## config.mk

```make
export PLATFORM = sky130hd
export DESIGN_NAME = mult_shift_add_ctrl_flat
export DESIGN_NICKNAME = d
export VERILOG_FILES = /design/src/rtl/mult_shift_add_ctrl_if.sv /design/src/rtl/mult_shift_add_ctrl.sv /design/src/flat_wrapper.sv
export SDC_FILE = /design/constraint.sdc
export NUM_CORES = 1
export LEC_CHECK = 0
export CORE_UTILIZATION = 44
export DETAILED_ROUTE_END_ITERATION = 10
export HOLD_SLACK_MARGIN = 0.06
export PLACE_DENSITY = 0.83
export SYNTH_ARGS = -nofsm -noshare
export SYNTH_HDL_FRONTEND = slang
export SYNTH_SLANG_ARGS = --single-unit
export TNS_END_PERCENT = 1
```

## constraint.sdc

```tcl
create_clock -name Clk -period 2.25 [get_ports Clk]
set_clock_uncertainty 0.2 [all_clocks]
set_input_delay 0.45 -clock Clk [delete_from_list [all_inputs] [get_ports Clk]]
set_output_delay 0.45 -clock Clk [all_outputs]
set_load 0.02 [all_outputs]
```

## src/rtl/mult_shift_add_ctrl_if.sv

```systemverilog
// Handshake bundle between the shift-add multiplier and its surroundings:
// operand request (Start/A/B), the iteration-counter link (Load/K) and
// the result side (Busy/Done/P).
interface mult_shift_add_ctrl_if #(
  parameter int N = 4
);
  logic           Start;
  logic [N-1:0]   A;
  logic [N-1:0]   B;
  logic           K;
  logic           Load;
  logic           Busy;
  logic           Done;
  logic [2*N-1:0] P;

  // Multiplier side: takes requests and the counter flag, drives status and product
  modport slave (
    input  Start, A, B, K,
    output Load, Busy, Done, P
  );

  // Requester / environment side
  modport master (
    output Start, A, B, K,
    input  Load, Busy, Done, P
  );
endinterface

```

## src/rtl/mult_shift_add_ctrl.sv

```systemverilog
// Sequential unsigned shift-add multiplier. One add/shift step per clock
// while in RUN; the external iteration counter (reloaded by Load, flagging
// the final step with K) decides when the product is complete.
module mult_shift_add_ctrl #(
  parameter int N = 4
) (
  input  logic                  Clk,
  input  logic                  Rst_n,
  mult_shift_add_ctrl_if.slave  bus
);

  typedef enum logic [1:0] {
    IDLE = 2'd0,
    RUN  = 2'd1,
    DONE = 2'd2
  } state_t;

  state_t         state_q, state_d;
  logic [2*N-1:0] p_q, p_d;
  logic [N-1:0]   m_q, m_d;
  // N+1-bit partial sum: the top bit is the add carry, kept through the shift
  logic [N:0]     sum;

  // State and datapath registers; asynchronous abort back to an empty IDLE
  always_ff @(posedge Clk or negedge Rst_n) begin
    if (!Rst_n) begin
      state_q <= IDLE;
      p_q     <= '0;
      m_q     <= '0;
    end else begin
      state_q <= state_d;
      p_q     <= p_d;
      m_q     <= m_d;
    end
  end

  // Next-state, datapath step and Moore-decoded outputs
  always_comb begin
    state_d  = state_q;
    p_d      = p_q;
    m_d      = m_q;
    bus.Load = 1'b1;
    bus.Busy = 1'b0;
    bus.Done = 1'b0;

    // Add the multiplicand only when the current multiplier bit is set
    if (p_q[0]) begin
      sum = {1'b0, p_q[2*N-1:N]} + {1'b0, m_q};
    end else begin
      sum = {1'b0, p_q[2*N-1:N]};
    end

    unique case (state_q)
      IDLE: begin
        if (bus.Start) begin
          m_d     = bus.A;
          p_d     = {{N{1'b0}}, bus.B};
          state_d = RUN;
        end
      end
      RUN: begin
        bus.Load = 1'b0;
        bus.Busy = 1'b1;
        // Shift the carry-extended sum down into the product register
        p_d      = {sum, p_q[N-1:1]};
        // K marks the last step; an early K simply truncates the product
        if (bus.K) begin
          state_d = DONE;
        end
      end
      DONE: begin
        bus.Done = 1'b1;
        state_d  = IDLE;
      end
      default: begin
        state_d = IDLE;
      end
    endcase
  end

  assign bus.P = p_q;

endmodule

```

## src/flat_wrapper.sv

```systemverilog
// flat-port wrapper written by rule: the top's interface ports become plain ports
module mult_shift_add_ctrl_flat 
#(
  parameter int N = 4
)
  (Clk, Rst_n, bus_Start, bus_A, bus_B, bus_K, bus_Load, bus_Busy, bus_Done, bus_P);
  mult_shift_add_ctrl_if #(.N(N)) bus_i ();
  input  logic Clk;
  input  logic Rst_n;
  input wire logic [$bits(bus_i.Start)-1:0] bus_Start;
  input wire logic [$bits(bus_i.A)-1:0] bus_A;
  input wire logic [$bits(bus_i.B)-1:0] bus_B;
  input wire logic [$bits(bus_i.K)-1:0] bus_K;
  output wire logic [$bits(bus_i.Load)-1:0] bus_Load;
  output wire logic [$bits(bus_i.Busy)-1:0] bus_Busy;
  output wire logic [$bits(bus_i.Done)-1:0] bus_Done;
  output wire logic [$bits(bus_i.P)-1:0] bus_P;
  assign bus_i.Start = bus_Start;
  assign bus_i.A = bus_A;
  assign bus_i.B = bus_B;
  assign bus_i.K = bus_K;
  assign bus_Load = bus_i.Load;
  assign bus_Busy = bus_i.Busy;
  assign bus_Done = bus_i.Done;
  assign bus_P = bus_i.P;
  mult_shift_add_ctrl #(.N(N)) u_core (.Clk(Clk), .Rst_n(Rst_n), .bus(bus_i));
endmodule
```

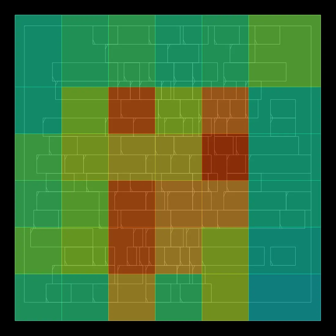
(images/final_congestion.png)
global routing's busiest layer: met2
met1 Track Usage GR: 22.8%
met3 track demand over resource: 6.00%

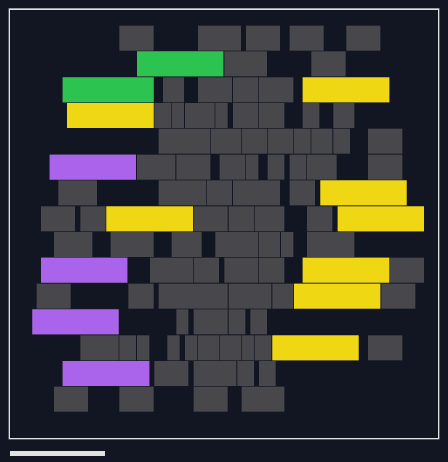
(images/registers.png)
Bar = 10 um.
u_core.state_q: drawn in green, flops 2. u_core.bus.P: drawn in yellow, flops 8. u_core.m_q: drawn in purple, flops 4.

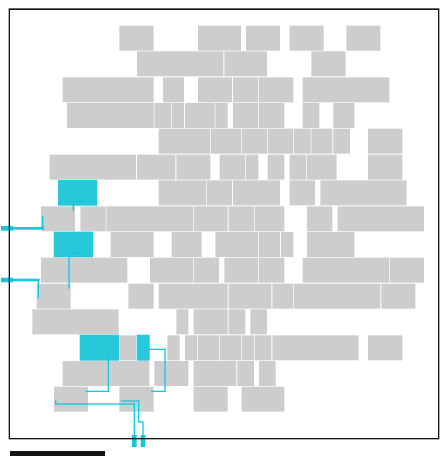
(images/port_nets.png)
Bar = 10 um.
bus_A: drawn in cyan, bits 4, direction input, edge 2 left, 2 bottom, end cells 4, buffers 4, wire 47.5 um.

==> results.json <==
{
  "dieHeight_um": 45.1,
  "async_reset_ff_share_pct": 100,
  "p_sw_uw": 544,
  "top_area_share_pct": 42.8,
  "routedWlPerCell_um": 12.6,
  "n_antenna_cell": 0,
  "rr_startpoint": "u_core.bus.P[4]",
  "tns_ps": 0,
  "p_leak_nw": 0.517,
  "top_area_cell": "dfrtp_1",
  "track_usage_pct": 17.7,
  "grt_max_degree": 15,
  "layout_top_cell": "clkdlybuf4s50_1",
  "ys.flops": 14,
  "fin_crit_ps": 2050,
  "chipArea_um2": 2040,
  "top_cells_by_area": "dfrtp_1 (43%), ha_1 (6.1%), buf_6 (4.1%)",
  "cts_root_buf": "clkbuf_4",
  "htree_num_levels": 1,
  "rows": 15,
  "status": "complete, no violations",
  "cp-start-kind": "register",
  "power_mw": 1.38,
  "ys_cells": 73,
  "yosys_area_um2": 818,
  "reg2reg_to": "u_core.bus.P[7]",
  "cts_hold_buf": 0,
  "seqPwrFrac_pct": 34.1,
  "yosysSeqAreaShare_pct": 42.8,
  "clockPowerShare_pct": 12.4,
  "drt_wl_total_mm": 1.57,
  "worstMarginPinSlew_ps": 615,
  "antenna_found_initial": 0,
  "p_per_area_nw_per_um2": 1240,
  "max_cap_viol_count": 0,
  "end_kind": "primary output",
  "path_class": "reg2out",
  "fmax_mhz": 488
}
## power groups by stage
stage / logic (mW) / clock network [mW] / registers, mW
5_1_grt: 0.809 / 0.190 / 0.490
4_1_cts: 0.746 / 0.180 / 0.469
3_3_place_gp: 0.706 / 0 / 0.468
6_report: 0.737 / 0.171 / 0.470
2_1_floorplan: 0.457 / 0 / 0.499
3_5_place_dp: 0.719 / 0 / 0.474
## sequential cells by signal, indices dropped and copies added, names as in the netlist
name	cells
u_core.bus.P	8
u_core.m_q	4
u_core.state_q	2
## routing by layer
metal / share of wire (%) / GRT usage [%] / routed length (um) / up-vias
met3: 5.5 / 6.00 / 86 / 0
met4: 0 / 7.27 / 0 / 0
li1: - / - / - / 317
met5: 0 / 0 / 0 / -
met1: 45 / 22.8 / 708 / 311
met2: 49 / 27.2 / 778 / 25
## final cells by class
type	instances	area [um2]
clock buffers	4	36.3
flip-flops and latches	14	352
repair buffers	26	258
multi-input cells	50	412
inverters	6	22.5
well taps	25	31.3
fillers	146	616
## per-stage QoR
stage / area, um2 / instances / util (%)
2_1_floorplan: 818 / 73 / -
3_3_place_gp: 1050 / 119 / 60.9
3_5_place_dp: 1050 / 119 / 60.9
4_1_cts: 1100 / 125 / 63.9
5_1_grt: 1110 / 125 / 64.3
6_report: 1110 / 125 / 64.3
## cells by family (layout without fill, tap and decap cells)
| group | Yosys count | after routing | share of synthesized area (%) |
|---|---|---|---|
| muxes | 5 | 5 | 6.57 |
| and+or+nand+nor | 18 | 18 | 16.5 |
| buffers and inverters | 9 | 36 | 6.88 |
| AOI/OAI and AO/OA | 22 | 22 | 18.7 |
| adders and majority gates | 5 | 5 | 8.56 |
| DFF | 14 | 14 | 42.8 |
## worst max path at each step
| stage | start | end | slack, ps |
|---|---|---|---|
| 5_1_grt | u_core.bus.P[0] | bus_P[0] | 170 |
| 6_report | u_core.bus.P[0] | bus_P[0] | 200 |
| 3_3_place_gp | u_core.state_q[1] | bus_Busy | 200 |
| 4_1_cts | u_core.state_q[0] | bus_Load | 30 |
| 3_5_place_dp | u_core.state_q[1] | bus_Busy | 170 |
| 2_1_floorplan | u_core.bus.P[4] | u_core.bus.P[7] | 490 |
## synth_stat cells, drive strengths merged (2+ instances only)
cell	n
dfrtp	14
nor2	2
buf	3
nand2	2
mux2i	2
o21ai	6
nor2b	5
a22oi	3
a21oi	5
nand2b	2
mux2	3
inv	6
and2b	2
ha	4
## timing repair
item | in CTS | in global routing
buffers inserted | 2 | 0
endpoints found under the setup margin | 3 | 3
gates resized | 1 | 3
Power is estimated from default activity; no workload was simulated.
